==> src/rtl/mips16_alu_pkg.sv <==
// Shared definitions for the 16-bit ALU and the arbiter that time-shares it:
// ALU mode encodings, arbiter FSM states and the trapped-operation result.
package mips16_alu_pkg;

  localparam logic [3:0] ALU_ZERO = 4'b0000;
  localparam logic [3:0] ALU_ADD  = 4'b0001;
  localparam logic [3:0] ALU_SUB  = 4'b0010;
  localparam logic [3:0] ALU_AND  = 4'b0011;
  localparam logic [3:0] ALU_OR   = 4'b0100;
  localparam logic [3:0] ALU_XOR  = 4'b0101;
  localparam logic [3:0] ALU_NOR  = 4'b0110;
  localparam logic [3:0] ALU_MUL  = 4'b0111;
  localparam logic [3:0] ALU_DIV  = 4'b1000;
  localparam logic [3:0] ALU_MOD  = 4'b1001;
  localparam logic [3:0] ALU_SLL  = 4'b1010;
  localparam logic [3:0] ALU_SRL  = 4'b1011;
  localparam logic [3:0] ALU_SLT  = 4'b1100;

  // Value returned instead of an ALU result when a divide/modulus by zero is trapped
  localparam logic [15:0] TRAP_RESULT = 16'hFFFF;

  typedef enum logic [1:0] {
    ST_IDLE = 2'b00,
    ST_EXEC = 2'b01,
    ST_RESP = 2'b10
  } arb_state_e;

  // True for the modes that must never see a zero divisor
  function automatic logic isDivMode(input logic [3:0] mode);
    return (mode == ALU_DIV) || (mode == ALU_MOD);
  endfunction

endpackage

==> src/rtl/rr_pick2.sv <==
// Two-way round-robin grant: a lone request wins outright; on a tie the
// requester that was not served last wins.
module rr_pick2 (
  input  logic valid0_i,
  input  logic valid1_i,
  input  logic last_i,
  output logic grantValid_o,
  output logic grantIdx_o
);

  // Pick the winner from the two valids and the last-served pointer
  always_comb begin
    grantValid_o = valid0_i | valid1_i;
    grantIdx_o   = 1'b0;
    if (valid0_i && valid1_i) begin
      grantIdx_o = ~last_i;
    end else if (valid1_i) begin
      grantIdx_o = 1'b1;
    end
  end

endmodule

==> src/rtl/alu_share_arbiter.sv <==
// Shares one ALU between two requesters. One operation is in flight at a
// time: accept (IDLE), drive the ALU from registered operands (EXEC), then
// hold the captured result for the winner until it is taken (RESP).
module alu_share_arbiter
  import mips16_alu_pkg::*;
#(
  parameter int WIDTH = 16,
  parameter int MODEW = 4
) (
  input  logic             clk,
  input  logic             rst,
  input  logic             req0_valid,
  output logic             req0_ready,
  input  logic [WIDTH-1:0] req0_a,
  input  logic [WIDTH-1:0] req0_b,
  input  logic [MODEW-1:0] req0_mode,
  input  logic             req1_valid,
  output logic             req1_ready,
  input  logic [WIDTH-1:0] req1_a,
  input  logic [WIDTH-1:0] req1_b,
  input  logic [MODEW-1:0] req1_mode,
  output logic             rsp0_valid,
  input  logic             rsp0_ready,
  output logic             rsp1_valid,
  input  logic             rsp1_ready,
  output logic [WIDTH-1:0] rsp_result,
  output logic             rsp_zero,
  output logic             rsp_err,
  output logic [WIDTH-1:0] alu_a,
  output logic [WIDTH-1:0] alu_b,
  output logic [MODEW-1:0] alu_mode,
  input  logic [WIDTH-1:0] alu_out,
  input  logic             alu_zero
);

  arb_state_e       state_q, state_d;
  logic             last_q, last_d;
  logic [WIDTH-1:0] opA_q, opA_d;
  logic [WIDTH-1:0] opB_q, opB_d;
  logic [MODEW-1:0] opMode_q, opMode_d;
  logic             opIdx_q, opIdx_d;
  logic             trap_q, trap_d;
  logic [WIDTH-1:0] rspResult_q, rspResult_d;
  logic             rspZero_q, rspZero_d;
  logic             rspErr_q, rspErr_d;

  logic             grantValid;
  logic             grantIdx;
  logic [WIDTH-1:0] selA;
  logic [WIDTH-1:0] selB;
  logic [MODEW-1:0] selMode;

  rr_pick2 u_pick (
    .valid0_i     (req0_valid),
    .valid1_i     (req1_valid),
    .last_i       (last_q),
    .grantValid_o (grantValid),
    .grantIdx_o   (grantIdx)
  );

  // Operands of whichever requester currently holds the grant
  always_comb begin
    selA    = grantIdx ? req1_a    : req0_a;
    selB    = grantIdx ? req1_b    : req0_b;
    selMode = grantIdx ? req1_mode : req0_mode;
  end

  // Next-state and handshake/ALU outputs; the ALU sees zeros outside EXEC
  always_comb begin
    state_d     = state_q;
    last_d      = last_q;
    opA_d       = opA_q;
    opB_d       = opB_q;
    opMode_d    = opMode_q;
    opIdx_d     = opIdx_q;
    trap_d      = trap_q;
    rspResult_d = rspResult_q;
    rspZero_d   = rspZero_q;
    rspErr_d    = rspErr_q;
    req0_ready  = 1'b0;
    req1_ready  = 1'b0;
    rsp0_valid  = 1'b0;
    rsp1_valid  = 1'b0;
    alu_a       = '0;
    alu_b       = '0;
    alu_mode    = '0;

    unique case (state_q)
      ST_IDLE: begin
        req0_ready = grantValid & ~grantIdx;
        req1_ready = grantValid & grantIdx;
        if (grantValid) begin
          opA_d    = selA;
          opB_d    = selB;
          opMode_d = selMode;
          opIdx_d  = grantIdx;
          trap_d   = isDivMode(4'(selMode)) && (selB == '0);
          state_d  = ST_EXEC;
        end
      end

      ST_EXEC: begin
        alu_a = opA_q;
        alu_b = opB_q;
        if (trap_q) begin
          rspResult_d = WIDTH'(TRAP_RESULT);
          rspZero_d   = 1'b0;
          rspErr_d    = 1'b1;
        end else begin
          alu_mode    = opMode_q;
          rspResult_d = alu_out;
          rspZero_d   = alu_zero;
          rspErr_d    = 1'b0;
        end
        state_d = ST_RESP;
      end

      ST_RESP: begin
        rsp0_valid = ~opIdx_q;
        rsp1_valid = opIdx_q;
        if (opIdx_q ? rsp1_ready : rsp0_ready) begin
          last_d   = opIdx_q;
          rspErr_d = 1'b0;
          state_d  = ST_IDLE;
        end
      end

      default: begin
        state_d = ST_IDLE;
      end
    endcase
  end

  // State and datapath registers; last starts at 1 so requester 0 wins the first tie
  always_ff @(posedge clk or posedge rst) begin
    if (rst) begin
      state_q     <= ST_IDLE;
      last_q      <= 1'b1;
      opA_q       <= '0;
      opB_q       <= '0;
      opMode_q    <= '0;
      opIdx_q     <= 1'b0;
      trap_q      <= 1'b0;
      rspResult_q <= '0;
      rspZero_q   <= 1'b0;
      rspErr_q    <= 1'b0;
    end else begin
      state_q     <= state_d;
      last_q      <= last_d;
      opA_q       <= opA_d;
      opB_q       <= opB_d;
      opMode_q    <= opMode_d;
      opIdx_q     <= opIdx_d;
      trap_q      <= trap_d;
      rspResult_q <= rspResult_d;
      rspZero_q   <= rspZero_d;
      rspErr_q    <= rspErr_d;
    end
  end

  assign rsp_result = rspResult_q;
  assign rsp_zero   = rspZero_q;
  assign rsp_err    = rspErr_q;

endmodule
==> config.mk <==
export PLATFORM = sky130hd
export DESIGN_NAME = alu_share_arbiter
export DESIGN_NICKNAME = d
export VERILOG_FILES = /design/src/rtl/mips16_alu_pkg.sv /design/src/rtl/rr_pick2.sv /design/src/rtl/alu_share_arbiter.sv
export SDC_FILE = /design/constraint.sdc
export NUM_CORES = 1
export LEC_CHECK = 0
export ABC_CLOCK_PERIOD_IN_PS = 2230
export CORE_MARGIN = 1
export CORE_UTILIZATION = 40
export CTS_BUF_LIST = sky130_fd_sc_hd__clkbuf_16
export DETAILED_ROUTE_END_ITERATION = 8
export HOLD_SLACK_MARGIN = 0.05
export PLACE_DENSITY = 0.81
export SYNTH_ARGS = -nofsm -noshare
export SYNTH_HDL_FRONTEND = slang
export SYNTH_SLANG_ARGS = --single-unit
==> constraint.sdc <==
create_clock -name clk -period 2.23 [get_ports clk]
set_input_delay 0.446 -clock clk [delete_from_list [all_inputs] [get_ports clk]]
set_output_delay 0.446 -clock clk [all_outputs]
set_load 0.05 [all_outputs]
==> results.rst <==
Flow metrics
------------

.. list-table::
   :header-rows: 1

   * - Metric
     - Value
   * - Post-route setup TNS
     - 0 ns
   * - Total CTS buffers
     - 9
   * - CP startpoint kind
     - primary input
   * - Origin of the critical flop-to-flop path
     - last_q
   * - Clock latency of the later-clocked register in the worst-skew pair
     - 0.32 ns
   * - Count of standard-cell rows
     - 30
   * - Non-filler cells in the finished layout
     - 567
   * - Total inserted antenna cells
     - 0
   * - Reg2reg setup slack
     - 0.67 ns
   * - Worst ir drop on vdd
     - 557 uV
   * - Biggest fanout along the worst timing path
     - 18
   * - Post-synthesis average cell area
     - 9.35 sq um
   * - Number of ports placed on the die boundary
     - 153
   * - Number of H-tree branching levels
     - 3
   * - Met2 layer wire length in the routed design
     - 4.12 mm
   * - Total number of warnings across the stage logs
     - 26
   * - Yosys reg bits
     - 59
   * - Synth Instances
     - 315
   * - Number of global-route vias before repair
     - 2885
   * - Number of buffers inserted by port buffering
     - 152
   * - Count of unique library cells instantiated by Yosys
     - 30
   * - Post-CTS Hold Buffers
     - 0
   * - Summed instance area of the synthesized netlist
     - 2940 sq um
   * - CTS sink cnt
     - 59
   * - Leading post-synthesis cells by cell area
     - dfrtp_1, mux2i_1, nand2_1
   * - Final number of max-transition violations
     - 0
   * - Tightest Pin Transition
     - 0.525 ns
   * - Setup repair after global routing missed its margin
     - no
   * - Fmax achieved
     - 467 MHz
   * - R2r worst-path depth
     - 5
   * - Number of remaining DRC errors
     - 0
   * - Final cycle utilization of the critical path
     - 96.0%
   * - Via count of the routed design
     - 2769
   * - Met1 WL
     - 3.32 mm
   * - Worst rel slew slack
     - 64.9%
   * - Maximum number of pins on one net before global-route repair
     - 50
   * - Number of instances in the placed design
     - 552
   * - Die W
     - 87.8 um
   * - Overall power of the completed layout
     - 7.31 mW
   * - Core Footprint
     - 6940 sq um
   * - Syn_nets
     - 410
   * - Ys Warns
     - 0
   * - CTS Buffer Depth
     - 2
   * - Met3 wire length
     - 672 um
   * - Result of the run
     - finished clean
   * - Number of gates resized after cts
     - 0
   * - Wire length of the first global-routing pass
     - 13.6 mm
   * - Final weighted congestion in routability-driven placement
     - 0.760
   * - Post-DR vias/cell
     - 4.88
   * - Area share, top type
     - 49.3%
   * - Endpoint of the most critical setup path
     - req0_ready
   * - Kind of critical path
     - in2out
   * - Final tally of setup violations
     - 0
   * - Estimated wirelength of the detail-placed design
     - 6.39 mm
   * - Leakage power of the design
     - 2.35 nW
   * - Final Hold Vio Count
     - 0
   * - Vertical die dimension
     - 87.8 um
   * - TritonCTS clock tree
     - yes
   * - GRT Overall Usage
     - 23.2%
   * - Cells in synth_stat.txt
     - 315
   * - Antenna violations before repair
     - 0
   * - Average wire length per cell after detail routing
     - 14.5 um
   * - Layout Nets
     - 562
   * - Top routing layer in use
     - met4
   * - Highest-count cells in the layout ignoring fill and taps
     - clkdlybuf4s50_1, nand2_1, dfrtp_1
## cell type report
class	count	area (sq um)	area share [%]
clock inverter	6	50.0	0.955
timing repair buffer	163	1980	37.8
inverter	2	7.51	0.143
sequential	59	1480	28.2
multi-input combinational	232	1380	26.3
clock buffer	9	225	4.30
tap	96	120	2.29
## registers in the layout, summed over array words and instances, names as in the netlist
signal	cells
opA_q	16
rsp_err	1
trap_q	1
rsp_result	16
state_q	2
rsp_zero	1
last_q	1
opIdx_q	1
opMode_q	4
opB_q	16
## logic make-up (layout without fill, tap and decap cells)
group / after synthesis / count (layout) / synth area share [%]
and+or+nand+nor: 133 / 133 / 22.2
DFF: 59 / 59 / 50.2
AOI/OAI and AO/OA: 62 / 62 / 11.1
buffers and inverters: 24 / 180 / 3.82
muxes: 37 / 37 / 12.6
## per-stage QoR
stage                     setup slack [ns]  area (sq um)  hold slack (ns)
after global placement              0.0948          4960            0.448
after detailed placement            0.0830          4960            0.456
final                               0.0885          5240            0.461
after CTS                           0.0825          5240            0.466
after global routing               0.00965          5240            0.488
after floorplan                      0.164          2940            0.442
## power breakdown
| part | total [mW] | switching (mW) | leakage [nW] | internal (mW) |
|---|---|---|---|---|
| sequential | 1.86 | 0.255 | 0.725 | 1.60 |
| clock | 1.26 | 0.428 | 0.143 | 0.837 |
| combinational | 4.19 | 2.49 | 1.48 | 1.70 |
## cell usage after synthesis
library cell / instances
nand2_1: 72
dfrtp_1: 58
o21ai_0: 53
and2_1: 38
mux2i_1: 36
clkbuf_1: 11
buf_2: 6
nor2_1: 6
nor4_1: 6
buf_4: 4
a21oi_1: 2
a31oi_1: 2
inv_1: 2
nand2b_1: 2
nor2b_1: 2
a211oi_1: 1
a21boi_0: 1
a21o_1: 1
and4_1: 1
buf_1: 1
dfstp_2: 1
mux2_2: 1
nand3b_1: 1
nor3_1: 1
nor3_2: 1
nor4b_1: 1
o21ai_1: 1
o31ai_2: 1
or4_1: 1
or4b_4: 1
## routing by layer
| layer | vias up | track usage [%] |
|---|---|---|
| li1 | 1374 | - |
| met1 | 1264 | 26.6 |
| met2 | 122 | 41.2 |
| met3 | 9 | 6.41 |
| met4 | 0 | 8.79 |
| met5 | - | 0 |
## critical path, cell delays in order
cell and delay, ns:
clkdlybuf4s50_1 0.55, a21boi_4 0.26, buf_12 0.19, nor2_1 0.05, buf_4 0.19
## how the worst min path moves through the flow
| stage | from | to | slack, ns | cells past startpoint |
|---|---|---|---|---|
| floorplan | opA_q[0] | opA_q[0] | 0.44 | 2 |
| global placement | rsp_zero | rsp_zero | 0.45 | 2 |
| detailed placement | rsp_result[15] | rsp_result[15] | 0.46 | 2 |
| CTS | rsp_result[12] | rsp_result[12] | 0.47 | 2 |
| global route | rsp_result[3] | rsp_result[3] | 0.49 | 2 |
| finish | rsp_result[15] | rsp_result[15] | 0.46 | 2 |
Fig. 1: signal wires by layer
Drawn at 4 px/um. Only two layers are drawn.
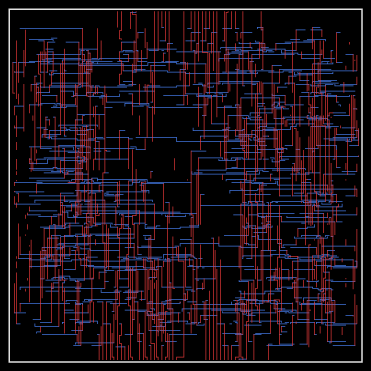
legend:
  blue:
    layer: metal 1
    wire_length: 3320 um
  red:
    layer: metal 2
    wire_length: 4120 um

Fig. 2: signal wires on met3
Drawn at 4 px/um.
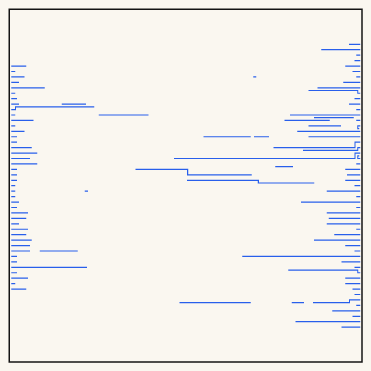
longest straight run: 45.1 um
main direction: horizontal
nets with wire on the layer: 103
share of all routed wire: 8.2%

Fig. 3: placement by cell class
Drawn at 3 px/um.
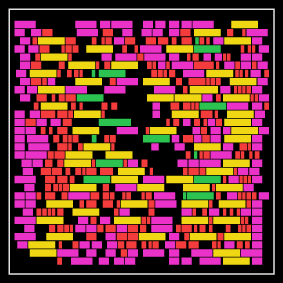
legend:
  magenta:
    class: remaining buffers and delay cells
    cells: 163
    share_of_their_area: 39%
  yellow:
    class: sequential cells
    cells: 59
    share_of_their_area: 29%
  green:
    class: clock drivers and dummy loads
    cells: 15
    share_of_their_area: 5.4%
  red:
    class: combinational and other logic
    cells: 234
    share_of_their_area: 27%
Core Util, Final: 75.4%
proportion of cell area occupied by registers: 28.2%

Power is estimated from default activity; no workload was simulated.
